### config.mk
export PLATFORM = sky130hd
export DESIGN_NAME = uart_tx_engine
export DESIGN_NICKNAME = d
export VERILOG_FILES = /design/src/rtl/uart_pkg.sv /design/src/rtl/uart_sync_fifo.sv /design/src/rtl/uart_tx_engine.sv
export SDC_FILE = /design/constraint.sdc
export NUM_CORES = 1
export LEC_CHECK = 0
export ABC_AREA = 1
export CAP_MARGIN = 10
export CORE_UTILIZATION = 45
export DETAILED_ROUTE_END_ITERATION = 8
export PLACE_DENSITY_LB_ADDON = 0.05
export SYNTH_ARGS = -nofsm -noshare
export SYNTH_HDL_FRONTEND = slang
export SYNTH_HIERARCHICAL = 1
export SYNTH_SLANG_ARGS = --single-unit
### constraint.sdc
create_clock -name clk_i -period 2.85 [get_ports clk_i]
set_input_delay 0.4275 -clock clk_i [delete_from_list [all_inputs] [get_ports clk_i]]
set_output_delay 0.4275 -clock clk_i [all_outputs]
set_load 0.05 [all_outputs]
### src/rtl/uart_pkg.sv
`default_nettype none
// +------------------------------------------------------------------+
// | uart_pkg: shared UART types, data-length codes and decode helpers |
// | Revision: 1.0                                                    |
// +------------------------------------------------------------------+
package uart_pkg;

  typedef enum logic [1:0] {
    PAR_NONE = 2'b00,
    PAR_ODD  = 2'b01,
    PAR_EVEN = 2'b10
  } parity_e;

  typedef enum logic [2:0] {
    ST_IDLE   = 3'd0,
    ST_START  = 3'd1,
    ST_DATA   = 3'd2,
    ST_PARITY = 3'd3,
    ST_STOP   = 3'd4
  } tx_state_e;

  localparam logic [1:0] DBITS_5 = 2'b00;
  localparam logic [1:0] DBITS_6 = 2'b01;
  localparam logic [1:0] DBITS_7 = 2'b10;
  localparam logic [1:0] DBITS_8 = 2'b11;

  // Code 2'b11 is a second encoding of "no parity".
  function automatic parity_e decode_parity(input logic [1:0] cfg);
    case (cfg)
      2'b01:   return PAR_ODD;
      2'b10:   return PAR_EVEN;
      default: return PAR_NONE;
    endcase
  endfunction

  function automatic logic [3:0] data_bits_len(input logic [1:0] code);
    case (code)
      DBITS_5: return 4'd5;
      DBITS_6: return 4'd6;
      DBITS_7: return 4'd7;
      DBITS_8: return 4'd8;
      default: return 4'd8;
    endcase
  endfunction

endpackage
`default_nettype wire

### src/rtl/uart_sync_fifo.sv
`default_nettype none
// +------------------------------------------------------------------+
// | uart_sync_fifo: single-clock FIFO with level, flush and flags     |
// | Revision: 1.0                                                    |
// +------------------------------------------------------------------+
module uart_sync_fifo #(
  parameter int DATA_W     = 8,
  parameter int FIFO_DEPTH = 16
) (
  input  logic                          clk_i,
  input  logic                          rst_ni,
  input  logic                          push_i,
  input  logic [DATA_W-1:0]             data_i,
  input  logic                          pop_i,
  input  logic                          clr_i,
  output logic [DATA_W-1:0]             data_o,
  output logic [$clog2(FIFO_DEPTH):0]   level_o,
  output logic                          empty_o,
  output logic                          full_o
);

  localparam int PTR_W = $clog2(FIFO_DEPTH);
  localparam int LVL_W = PTR_W + 1;

  logic [DATA_W-1:0] mem_q [FIFO_DEPTH];
  logic [PTR_W-1:0]  wr_ptr_q, wr_ptr_d;
  logic [PTR_W-1:0]  rd_ptr_q, rd_ptr_d;
  logic [LVL_W-1:0]  level_q, level_d;
  logic              do_push, do_pop;

  assign empty_o = (level_q == '0);
  assign full_o  = (level_q == LVL_W'(FIFO_DEPTH));
  assign level_o = level_q;
  assign data_o  = mem_q[rd_ptr_q];

  always_comb begin
    do_push  = push_i && !full_o && !clr_i;
    do_pop   = pop_i && !empty_o && !clr_i;
    wr_ptr_d = wr_ptr_q;
    rd_ptr_d = rd_ptr_q;
    level_d  = level_q;
    if (clr_i) begin
      wr_ptr_d = '0;
      rd_ptr_d = '0;
      level_d  = '0;
    end else begin
      if (do_push) wr_ptr_d = wr_ptr_q + PTR_W'(1);
      if (do_pop)  rd_ptr_d = rd_ptr_q + PTR_W'(1);
      case ({do_push, do_pop})
        2'b10:   level_d = level_q + LVL_W'(1);
        2'b01:   level_d = level_q - LVL_W'(1);
        default: level_d = level_q;
      endcase
    end
  end

  always_ff @(posedge clk_i or negedge rst_ni) begin
    if (!rst_ni) begin
      wr_ptr_q <= '0;
      rd_ptr_q <= '0;
      level_q  <= '0;
    end else begin
      wr_ptr_q <= wr_ptr_d;
      rd_ptr_q <= rd_ptr_d;
      level_q  <= level_d;
    end
  end

  always_ff @(posedge clk_i) begin
    if (do_push) mem_q[wr_ptr_q] <= data_i;
  end

endmodule
`default_nettype wire

### src/rtl/uart_tx_engine.sv
`default_nettype none
// +------------------------------------------------------------------+
// | uart_tx_engine: buffered UART transmitter with runtime framing    |
// | Revision: 1.0                                                    |
// +------------------------------------------------------------------+
module uart_tx_engine
  import uart_pkg::*;
#(
  parameter int DATA_W     = 8,
  parameter int FIFO_DEPTH = 16,
  parameter int DIV_W      = 16,
  parameter int OVERSAMPLE = 16,
  parameter int IRQ_LVL    = 0
) (
  input  logic                        clk_i,
  input  logic                        rst_ni,
  input  logic [DATA_W-1:0]           tx_data_i,
  input  logic                        tx_valid_i,
  output logic                        tx_ready_o,
  input  logic [DIV_W-1:0]            cfg_divisor_i,
  input  logic [1:0]                  cfg_data_bits_i,
  input  logic [1:0]                  cfg_parity_i,
  input  logic                        cfg_stop2_i,
  input  logic                        cfg_break_i,
  input  logic                        cfg_irq_en_i,
  input  logic                        fifo_clr_i,
  output logic                        tx_o,
  output logic                        busy_o,
  output logic [$clog2(FIFO_DEPTH):0] fifo_level_o,
  output logic                        fifo_empty_o,
  output logic                        fifo_full_o,
  output logic                        irq_o
);

  localparam int LVL_W = $clog2(FIFO_DEPTH) + 1;
  localparam int CNT_W = DIV_W + $clog2(OVERSAMPLE);
  localparam logic [LVL_W-1:0] IRQ_THRESH = LVL_W'(IRQ_LVL);

  tx_state_e         state_q, state_d;
  logic [CNT_W-1:0]  cnt_q, cnt_d;
  logic [DATA_W-1:0] shift_q, shift_d;
  logic [DIV_W-1:0]  div_q, div_d;
  logic [3:0]        nbits_q, nbits_d;
  logic [3:0]        bit_idx_q, bit_idx_d;
  logic              par_en_q, par_en_d;
  logic              par_bit_q, par_bit_d;
  logic              stop2_q, stop2_d;
  logic              stop_idx_q, stop_idx_d;
  logic              tx_q, tx_d;
  logic              irq_q, irq_d;

  logic              fifo_pop;
  logic [DATA_W-1:0] fifo_data;
  logic              can_pop;
  logic              cell_end;
  logic              load;
  logic              line_bit;
  logic [DIV_W-1:0]  cfg_div_eff;
  parity_e           cfg_par;
  logic [3:0]        cfg_nbits;
  logic [DATA_W-1:0] cfg_mask;
  logic              cfg_xor;

  function automatic logic [CNT_W-1:0] cell_reload(input logic [DIV_W-1:0] div);
    return CNT_W'(div) * CNT_W'(OVERSAMPLE) - CNT_W'(1);
  endfunction

  uart_sync_fifo #(
    .DATA_W     (DATA_W),
    .FIFO_DEPTH (FIFO_DEPTH)
  ) u_fifo (
    .clk_i   (clk_i),
    .rst_ni  (rst_ni),
    .push_i  (tx_valid_i),
    .data_i  (tx_data_i),
    .pop_i   (fifo_pop),
    .clr_i   (fifo_clr_i),
    .data_o  (fifo_data),
    .level_o (fifo_level_o),
    .empty_o (fifo_empty_o),
    .full_o  (fifo_full_o)
  );

  assign tx_ready_o = !fifo_full_o;
  assign busy_o     = (state_q != ST_IDLE);
  assign tx_o       = tx_q;
  assign irq_o      = irq_q;
  // A flush on the same edge suppresses the pop, so nothing new starts.
  assign can_pop    = !fifo_empty_o && !fifo_clr_i;

  always_comb begin
    cfg_div_eff = (cfg_divisor_i == '0) ? DIV_W'(1) : cfg_divisor_i;
    cfg_par     = decode_parity(cfg_parity_i);
    cfg_nbits   = data_bits_len(cfg_data_bits_i);
    cfg_mask    = '0;
    for (int i = 0; i < DATA_W; i++) begin
      cfg_mask[i] = (i < int'(cfg_nbits));
    end
    cfg_xor = ^(fifo_data & cfg_mask);
  end

  always_comb begin
    state_d    = state_q;
    cnt_d      = cnt_q;
    shift_d    = shift_q;
    div_d      = div_q;
    nbits_d    = nbits_q;
    bit_idx_d  = bit_idx_q;
    par_en_d   = par_en_q;
    par_bit_d  = par_bit_q;
    stop2_d    = stop2_q;
    stop_idx_d = stop_idx_q;
    fifo_pop   = 1'b0;
    load       = 1'b0;
    line_bit   = 1'b1;
    cell_end   = (cnt_q == '0);

    if (state_q != ST_IDLE && !cell_end) cnt_d = cnt_q - CNT_W'(1);

    case (state_q)
      ST_IDLE: begin
        if (can_pop) load = 1'b1;
      end
      ST_START: begin
        if (cell_end) begin
          state_d   = ST_DATA;
          bit_idx_d = '0;
          cnt_d     = cell_reload(div_q);
        end
      end
      ST_DATA: begin
        if (cell_end) begin
          cnt_d = cell_reload(div_q);
          if (bit_idx_q == nbits_q - 4'd1) begin
            state_d    = par_en_q ? ST_PARITY : ST_STOP;
            stop_idx_d = 1'b0;
          end else begin
            bit_idx_d = bit_idx_q + 4'd1;
            shift_d   = shift_q >> 1;
          end
        end
      end
      ST_PARITY: begin
        if (cell_end) begin
          state_d    = ST_STOP;
          stop_idx_d = 1'b0;
          cnt_d      = cell_reload(div_q);
        end
      end
      ST_STOP: begin
        if (cell_end) begin
          if (stop2_q && !stop_idx_q) begin
            stop_idx_d = 1'b1;
            cnt_d      = cell_reload(div_q);
          end else if (can_pop) begin
            load = 1'b1;
          end else begin
            state_d = ST_IDLE;
          end
        end
      end
      default: state_d = ST_IDLE;
    endcase

    // Framing config is sampled only here, so mid-frame cfg changes wait for the next pop.
    if (load) begin
      fifo_pop  = 1'b1;
      state_d   = ST_START;
      shift_d   = fifo_data;
      div_d     = cfg_div_eff;
      nbits_d   = cfg_nbits;
      par_en_d  = (cfg_par != PAR_NONE);
      par_bit_d = (cfg_par == PAR_EVEN) ? cfg_xor : ~cfg_xor;
      stop2_d   = cfg_stop2_i;
      cnt_d     = cell_reload(cfg_div_eff);
    end

    case (state_d)
      ST_START:  line_bit = 1'b0;
      ST_DATA:   line_bit = shift_d[0];
      ST_PARITY: line_bit = par_bit_d;
      default:   line_bit = 1'b1;
    endcase

    tx_d  = cfg_break_i ? 1'b0 : line_bit;
    irq_d = cfg_irq_en_i && (fifo_level_o <= IRQ_THRESH);
  end

  always_ff @(posedge clk_i or negedge rst_ni) begin
    if (!rst_ni) begin
      state_q    <= ST_IDLE;
      cnt_q      <= '0;
      shift_q    <= '0;
      div_q      <= DIV_W'(1);
      nbits_q    <= 4'd8;
      bit_idx_q  <= '0;
      par_en_q   <= 1'b0;
      par_bit_q  <= 1'b0;
      stop2_q    <= 1'b0;
      stop_idx_q <= 1'b0;
      tx_q       <= 1'b1;
      irq_q      <= 1'b0;
    end else begin
      state_q    <= state_d;
      cnt_q      <= cnt_d;
      shift_q    <= shift_d;
      div_q      <= div_d;
      nbits_q    <= nbits_d;
      bit_idx_q  <= bit_idx_d;
      par_en_q   <= par_en_d;
      par_bit_q  <= par_bit_d;
      stop2_q    <= stop2_d;
      stop_idx_q <= stop_idx_d;
      tx_q       <= tx_d;
      irq_q      <= irq_d;
    end
  end

endmodule
`default_nettype wire

==> results.yml, run 1 <==
# implementation run metrics
timing:
  fin_crit_sh_pct: 92.6
  number_of_failing_setup_endpoints_in_the_final_timing_report: 0
  final.hold.worst_slack_ns: 0.422
  report.final.slew_viol_count: 0
  maxSlewHeadroom_pct: 50.5
  finalClockSkew_ns: 0.0177
  period_minus_slack_ns: 2.64
  final.setup.tns_ns: 0
  fmax_ghz: 0.379
  rsz_0062_raised_after_global_routing: "no"
  worst_slew_pin_tran_ns: 0.741
  hold_violations: 0
cells_and_area:
  comb_area_mm2: 0.00398
  sequential_cell_area_mm2: 0.00571
  instances_no_fill: 1504
  finalNetCount: 1257
  layout_top_cell_excl_fill_tap: "nand2_1"
  layout_stage_area_growth_over_the_synthesis_result_pct: 17.7
  layout.cells.most_common_list: "nand2_1 (238), edfxtp_1 (128), nor2_1 (126)"
  post-route-cell-area_mm2: 0.0121
  fraction_of_final_layout_cells_with_drive_strength_greater_than_1_pct: 15.3
  n_fill_cell: 2095
  antenna-diode-count: 0
worst_setup_path:
  worstPathRequired_ns: 2.42
  crit_path_start_kind: "flop"
  endpoint_kind: "output pin"
  timing.critical_path.arrival_ns: 2.21
  worst-r2r-setup-slack_ns: 0.27
  criticalPathCategory: "reg2out"
  largest_driver_fanout_on_the_critical_path: 6
global_routing:
  number_of_global_route_vias_before_repair: 7561
  grt_first_pass_wirelength_um: 41100
  grt_overflow: 0
  grt_start_max_net_pins: 58
  antenna_found_initial: 0
place:
  placedCellCount: 1453
  placement.cell_area_mm2: 0.0114
  place.port_buffers: 45
  hpwlAfterDp_um: 18200
  gp_congestion: 0.835
synthesis:
  synth_cell_type_count: 50
  yosysTopAreaCell: "edfxtp_1"
  ys_chip_area_mm2: 0.0103
  ys_ff: 202
  ys.warnings.count: 6
  floorplan.nets: 1155
  synthTopCellsByArea: "edfxtp_1 (37%), dfrtp_1 (17%), nand2_1 (8.7%)"
  synth_area_per_cell_um2: 9.36
  netlist_instances: 1101
  synthesis.area_mm2: 0.0103
  yosys-stat-cells: 1101
  ys.flop_type: "edfxtp_1"
  synth-seq-area-share_pct: 55.3
  synthDominantCellAreaShare_pct: 37.3
  edf_count: 128
  synthArstFlopShare_pct: 36.6
die:
  floorplanUtilization_pct: 45.7
  die_y_um: 153
  boundaryPins: 46
  rows: 55
  placeableCoreArea_mm2: 0.0226
  floorplan.die_area_mm2: 0.0235
  die.size.x_um: 153
clocking:
  cts_buffers: 23
  cts_tree: "yes"
  clock_tree.buffer_depth: 3
  tritoncts_num_sinks: 202
  clock_insertion_delay_worst_skew_ns: 0.52
  path_clk_slew_ns: 0.06
  ctsRootBufferMaster: "clkbuf_16"
  h-tree-depth: 1
run:
  maxCapViolCount: 0
  tool_warnings: 33
power:
  p_sw_mw: 1.58
  power.switching_fraction_pct: 24.7
  total_power_mw: 6.41
  power-per-cell-area_mw_per_mm2: 529
  peakVddDrop_mv: 0.432
  total_leakage_power_nw: 4.96
  internal-power_mw: 4.83
  clockPowerShare_pct: 41.7
  share_comb_of_total_power_pct: 8.9
  seq_power_share_pct: 49.4
route:
  detail-route-antenna-nets: 0
  routed.top_layer: "met4"
  vias: 7751
  route.detailed.drc: 0
  routed_wl_um: 25600
  dr_wl_met3_um: 747
  dr.pass1.iters: 7
  routed_wire_length_per_instance_um: 17.0
  dr.first_iter.drc_count: 443
  routed_via_density: 5.15
  amount_of_wire_on_met2_after_detailed_routing_um: 12800
  drt-met1-wl_um: 11400
outcome:
  run_status: "complete, no violations"
hold_path:
  holdCritPathClass: "in2reg"
-- run 1: state kept, by name, indices dropped and copies added, names as in the netlist --
name and flops:
u_fifo/rd_ptr_q 4, par_en_q 1, state_q 3, par_bit_q 1
stop2_q 1, u_fifo/level_o 5, shift_q 8, cnt_q 20
u_fifo/wr_ptr_q 4, stop_idx_q 1, u_fifo/mem_q 128, tx_o 1
nbits_q 4, irq_o 1, div_q 16, bit_idx_q 4
-- run 1: layout make-up --
cell class | instances | share of cell area [%]
Clock buffer | 25 | 4.80
Clock inverter | 16 | 0.732
Inverter | 118 | 3.84
Multi-Input combinational cell | 748 | 32.8
Sequential cell | 202 | 47.0
Tap cell | 285 | 2.94
Timing Repair Buffer | 110 | 7.87
-- run 1: final timing paths --
check / start / cells after the start / to
setup / recovery: state_q[2] / 3 / busy_o
setup reg to reg: cnt_q[7] / 20 / u_fifo/level_o[4]
min in group asynchronous: rst_ni / 2 / nbits_q[2]
max in group asynchronous: rst_ni / 3 / tx_o
hold reg to reg: div_q[1] / 2 / div_q[1]
hold / removal: cfg_break_i / 2 / tx_o
-- run 1: synth_stat cells, types with 14 or more instances --
library cell and instances:
inv_1 105, a21oi_1 41, nor2_2 15, xor2_1 24, o21ai_0 86, ha_1 18, buf_2 19, o21ai_1 14
nand3_1 58, edfxtp_1 128, nor2_1 127, nand2_1 238, dfrtp_1 71
-- run 1: metrics by stage --
stage / util [%] / worst slack, ns
after floorplan: - / -0.131
after CTS: 53.4 / 0.166
final: 53.8 / 0.210
after global routing: 53.8 / 0.00607
after global placement: 50.4 / 0.195
after detailed placement: 50.4 / 0.125
-- run 1: power by group through the flow --
stage | combinational, mW | sequential, mW | clock, mW
floorplan | 0.275 | 3.26 | 0
global placement | 0.564 | 3.23 | 0
detailed placement | 0.568 | 3.23 | 0
CTS | 0.571 | 3.17 | 2.73
global route | 0.631 | 3.17 | 2.84
finish | 0.570 | 3.17 | 2.67
-- run 1: cell families (layout without fill, tap and decap cells) --
family                   Yosys count  after routing  share of synthesized area [%]
AND-OR/OR-AND                    185            185                           10.2
XOR/XNOR                          35             35                           2.97
adder cells (fa/ha/maj)           19             19                           2.38
buffers and inverters            151            269                           6.26
flip-flops                       202            202                           55.3
multiplexers                       1              1                         0.0971
AND/OR/NAND/NOR                  508            508                           22.8
-- run 1: per-layer routing --
layer	vias up	track usage, %
met3	40	2.75
met2	126	39.4
li1	3897	-
met1	3688	29.1
met5	-	0
met4	0	6.67
-- run 1: critical path: stages (launching register included) --
cell	delay, ns
dfrtp_1	0.48
inv_2	0.12
nand2_1	0.23
clkdlybuf4s50_1	0.86
-- run 1: timing repair --
| item | 4_1_cts | 5_1_grt |
|---|---|---|
| hold buffers | 1 | 0 |
| hold endpoints to repair | 39 | 0 |
| endpoints found under the setup margin | 0 | 3 |
| resized | 0 | 6 |
| setup buffers | 0 | 9 |
Run 1, placement by cell class:
Scale bar: 50 um.
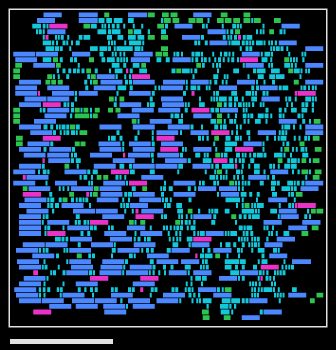
legend:
  green:
    class: other buffers and delay cells
    cells: 110
    share_of_their_area: 8.1%
  magenta:
    class: clock drivers and dummy loads
    cells: 41
    share_of_their_area: 5.7%
  cyan:
    class: all other logic
    cells: 866
    share_of_their_area: 38%
  blue:
    class: flip-flops
    cells: 202
    share_of_their_area: 48%

Run 1, routed clock nets over the placement:
Scale bar: 50 um.
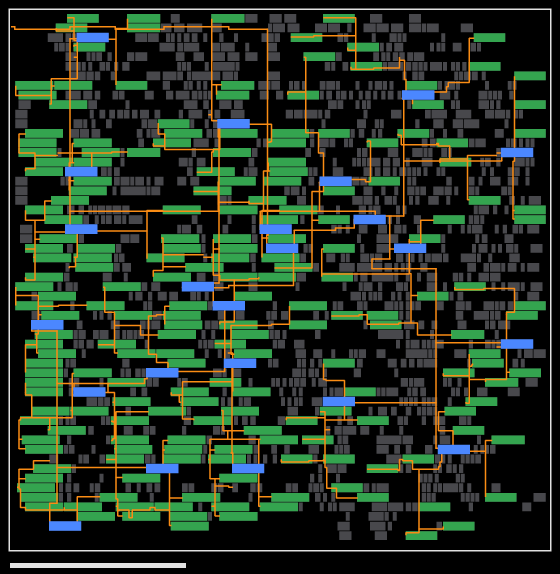
legend:
  orange:
    item: clock wires
    length: 2620 um
  blue:
    item: cells driving clock nets
    count: 23
  green:
    item: flip-flops
    count: 202
flops lie: all over the die
routed clock nets: 24

Run 1, track usage over the die:
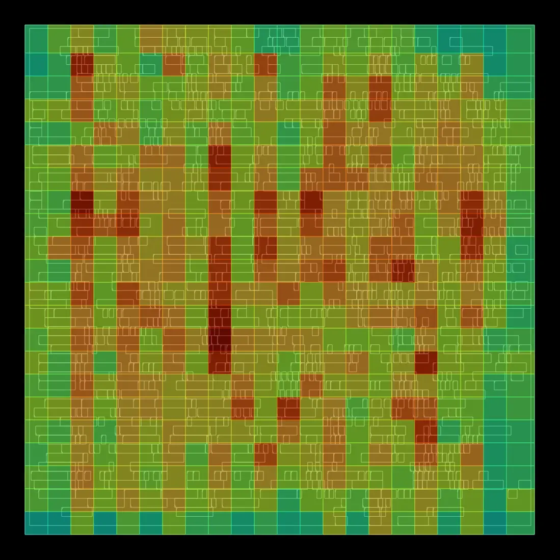
met3 GRT Util: 2.75%
met2 Track Usage GR: 39.4%
total global routing track utilization: 22.4%
utilization of the core after routing: 53.8%

==> inputs of run 2 (changes only) <==
DONT_BUFFER_PORTS = 1   (was unset)
Run 2, routed clock nets over the placement:
Scale bar: 50 um.
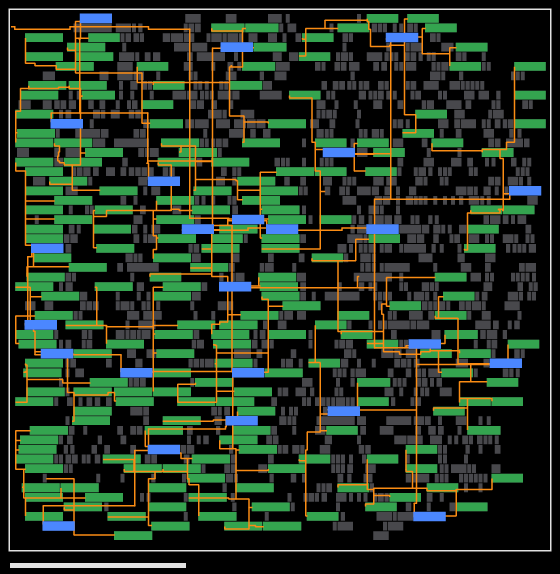
legend:
  green:
    item: flip-flops
    count: 202
  blue:
    item: cells driving clock nets
    count: 24
  orange:
    item: clock wires
    length: 2780 um
routed clock nets: 25

Run 2, gate families picked out:
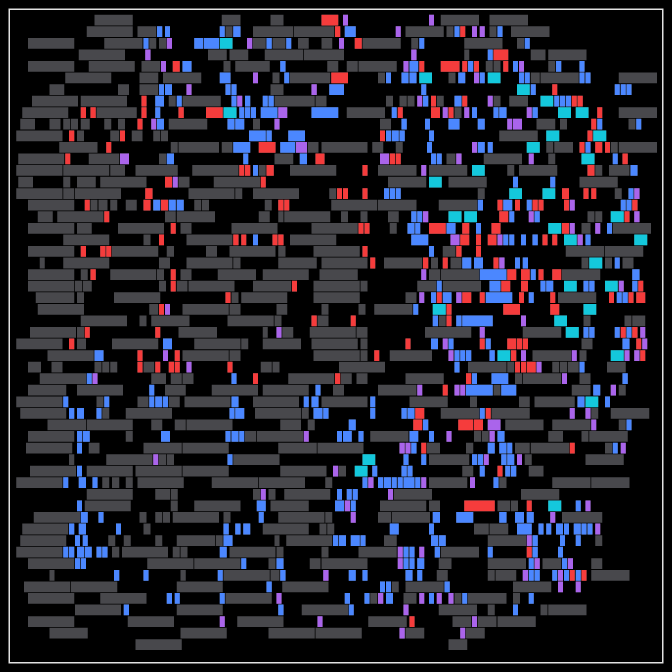
legend:
  cyan:
    family: XOR/XNOR gates
    cells: 35
  purple:
    family: inverters
    cells: 118
  blue:
    family: NAND gates
    cells: 341
    where: all over the die
  red:
    family: NOR gates
    cells: 167

Run 2, where the registers sit:
Scale bar: 50 um. Other sequential cells in the stronger grey, the rest of the logic in the fainter grey.
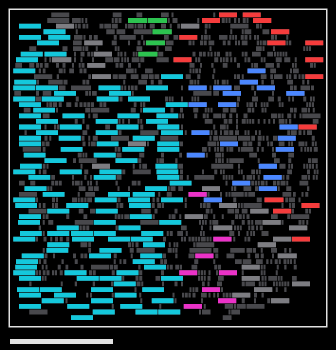
legend:
  cyan:
    signal: u_fifo/mem_q
    sequential_cells: 128
  magenta:
    signal: shift_q
    sequential_cells: 8
  blue:
    signal: cnt_q
    sequential_cells: 20
  red:
    signal: div_q
    sequential_cells: 16
  green:
    signal: u_fifo/level_o
    sequential_cells: 5
    where: north
not coloured: 25

==> run 2 against run 1 <==
Effect of this change:
- non-clock buffer count shrank 57
- clock power up 16%
- clock-buffer cell count grew 11
- critical path type is now reg2reg
- largest cell class unchanged
- highest routed layer unchanged
==> results.yml, run 2 <==
# implementation run metrics
synthesis:
  common_cells: "nand2_1 (238), edfxtp_1 (128), nor2_1 (127)"
  synthTopCellsByArea: "edfxtp_1 (37%), dfrtp_1 (17%), nand2_1 (8.7%)"
  synth-seq-area-share_pct: 55.3
  synth_area_per_cell_um2: 9.36
  ys.flop_type: "edfxtp_1"
  post-synth-top-count-cell: "nand2_1"
  netlist_instances: 1101
  synthDominantCellAreaShare_pct: 37.3
  floorplan.nets: 1155
  edf_count: 128
  synthesis.area_mm2: 0.0103
  synth_cell_type_count: 50
  yosysTopAreaCell: "edfxtp_1"
  ys.warnings.count: 6
  synthArstFlopShare_pct: 36.6
  ys_chip_area_mm2: 0.0103
  ys_ff: 202
  yosys-stat-cells: 1101
cells_and_area:
  largest_register: "u_fifo/mem_q"
  layout_stage_area_growth_over_the_synthesis_result_pct: 14.6
  layout_top_registers: "u_fifo/mem_q: 128 flops, cnt_q: 20 flops, div_q: 16 flops"
  finalNetCount: 1201
  layout_top_cell_excl_fill_tap: "nand2_1"
  fraction_of_final_layout_cells_with_drive_strength_greater_than_1_pct: 14.3
  largest_register_ff_count: 128
  postLayoutCoreUtil_pct: 52.3
  layout.cells.most_common_list: "nand2_1 (238), edfxtp_1 (128), nor2_1 (126)"
place:
  gp_congestion: 0.824
  place.port_buffers: 0
  hpwlAfterDp_um: 17400
route:
  routed_wl_um: 25900
  dr.pass1.iters: 5
  route.detailed.drc: 0
  vias: 7570
  detail-route-antenna-nets: 0
  routed_wire_length_per_instance_um: 17.8
  routed_via_density: 5.22
  dr.first_iter.drc_count: 370
power:
  seq_power_share_pct: 46.9
  internal-power_mw: 5.16
  power-per-cell-area_mw_per_mm2: 574
  total_power_mw: 6.78
  share_comb_of_total_power_pct: 7.5
  total_leakage_power_nw: 4.80
  power.switching_fraction_pct: 23.9
  clockPowerShare_pct: 45.6
  p_sw_mw: 1.62
  peakVddDrop_mv: 0.475
timing:
  number_of_failing_setup_endpoints_in_the_final_timing_report: 0
  final.hold.worst_slack_ns: 0.0232
  hold_violations: 0
  finalClockSkew_ns: 0.0163
  worst_slew_pin_tran_ns: 0.778
  period_minus_slack_ns: 2.64
  maxSlewHeadroom_pct: 47.9
  report.final.slew_viol_count: 0
  fmax_ghz: 0.379
  fin_crit_sh_pct: 92.5
global_routing:
  grt_use_met1_pct: 28.5
  layer_carrying_the_most_global_route_usage: "met2"
  number_of_global_route_vias_before_repair: 7529
  met3_usage_pct: 3.18
  grt_start_max_net_pins: 75
  grt_overflow: 0
  antenna_found_initial: 1
  grt_usage_pct: 22.4
  gr-usage-met2_pct: 40.2
  grt_first_pass_wirelength_um: 41100
clocking:
  ctsRootBufferMaster: "clkbuf_16"
  path_clk_slew_ns: 0.06
  tritoncts_num_sinks: 202
  h-tree-depth: 1
  cts_post_setup_buffers_inserted: 0
  clock_tree.buffer_depth: 3
  cts_tree: "yes"
  cts_buffers: 24
  clock_insertion_delay_worst_skew_ns: 0.53
worst_setup_path:
  ff2ff_path_depth: 17
  worstSetupStartpoint: "u_fifo/rd_ptr_q[0]"
  largest_driver_fanout_on_the_critical_path: 74
  crit-reg2reg-launch: "u_fifo/rd_ptr_q[0]"
  criticalPathCategory: "reg2reg"
  crit_path_start_kind: "flop"
  endpoint_kind: "flop"
  worst-r2r-setup-slack_ns: 0.21
  timing.critical_path.arrival_ns: 3.09
  worstPathRequired_ns: 3.31
hold_path:
  min-delay-start: "cfg_divisor_i[8]"
  holdCritPathClass: "in2reg"
  hold-path-cell-count: 2
die:
  die_y_um: 153
  die.size.x_um: 153
  floorplanUtilization_pct: 45.7
  rows: 55
  boundaryPins: 46
  placeableCoreArea_mm2: 0.0226
  floorplan.die_area_mm2: 0.0235
outcome:
  run_status: "complete, no violations"
run:
  tool_warnings: 33
  maxCapViolCount: 0
-- run 2: cell counts after synthesis --
Identical to the previous run, type by type.
-- run 2: cells by family after synthesis --
family / synth area share (%)
AOI/OAI and AO/OA: 10.2
xor gates and xnor gates: 2.97
adders and majority gates: 2.38
buffers and inverters: 6.26
DFF: 55.3
muxes: 0.0971
and+or+nand+nor: 22.8
-- run 2: timing repair --
action	in CTS	in global routing
hold buffers	12	0
setup endpoints to repair	0	1
resized	0	8
endpoints found under the hold margin	204	0
-- run 2: layout make-up --
type / count / area, um2
timing repair buffer: 53 / 495
tap: 285 / 357
fill: 2107 / 10800
antenna: 1 / 2.50
clock inverter: 8 / 119
multi-input combinational: 748 / 3980
clock buffer: 36 / 686
inverter: 118 / 464
sequential: 202 / 5710
-- run 2: per-layer routing --
| layer | share of wire [%] | routed length, um | up-vias |
|---|---|---|---|
| met5 | 0 | 0 | - |
| met2 | 51 | 13200 | 126 |
| met1 | 43 | 11100 | 3627 |
| met4 | 2.2 | 573 | 0 |
| met3 | 3.7 | 965 | 37 |
| li1 | - | - | 3780 |
-- run 2: final timing paths --
check                             end
setup / recovery                 tx_o
hold / removal               div_q[8]
setup reg to reg                 tx_o
hold reg to reg            shift_q[4]
max in group asynchronous        tx_o
min in group asynchronous  state_q[2]
-- run 2: power by group through the flow --
stage	clock, mW	sequential (mW)	combinational, mW
floorplan	0	3.26	0.275
global placement	0	3.23	0.424
detailed placement	0	3.23	0.428
CTS	3.18	3.18	0.505
global route	3.25	3.18	0.568
finish	3.09	3.18	0.512
-- run 2: worst max-delay path: stages (launching register included) --
cell and delay, ns:
dfrtp_2 0.45, buf_16 0.23, o21ai_0 0.22, o22ai_1 0.13, o21ai_0 0.42, nand2_1 0.20
nand2_1 0.11, nand2_1 0.06, nand2_1 0.06, nand2_1 0.04, nand2_1 0.07, nand3b_1 0.11
nand2_1 0.05, nand2_1 0.05, nand2_1 0.06, nor2_1 0.08, nand2_1 0.07, a21oi_2 0.13
-- run 2: through the flow --
stage | setup TNS, ns | setup WS [ns] | instance area (um2) | std cells
3_5_place_dp | 0 | 0.183 | 10800 | 1393
3_3_place_gp | 0 | 0.226 | 10800 | 1393
4_1_cts | 0 | 0.127 | 11800 | 1449
6_report | 0 | 0.213 | 11800 | 1451
2_1_floorplan | -0.131 | -0.131 | 10300 | 1101
5_1_grt | -0.0202 | -0.0202 | 11800 | 1451
No activity file was given, so power comes from the tool's default toggle rates.
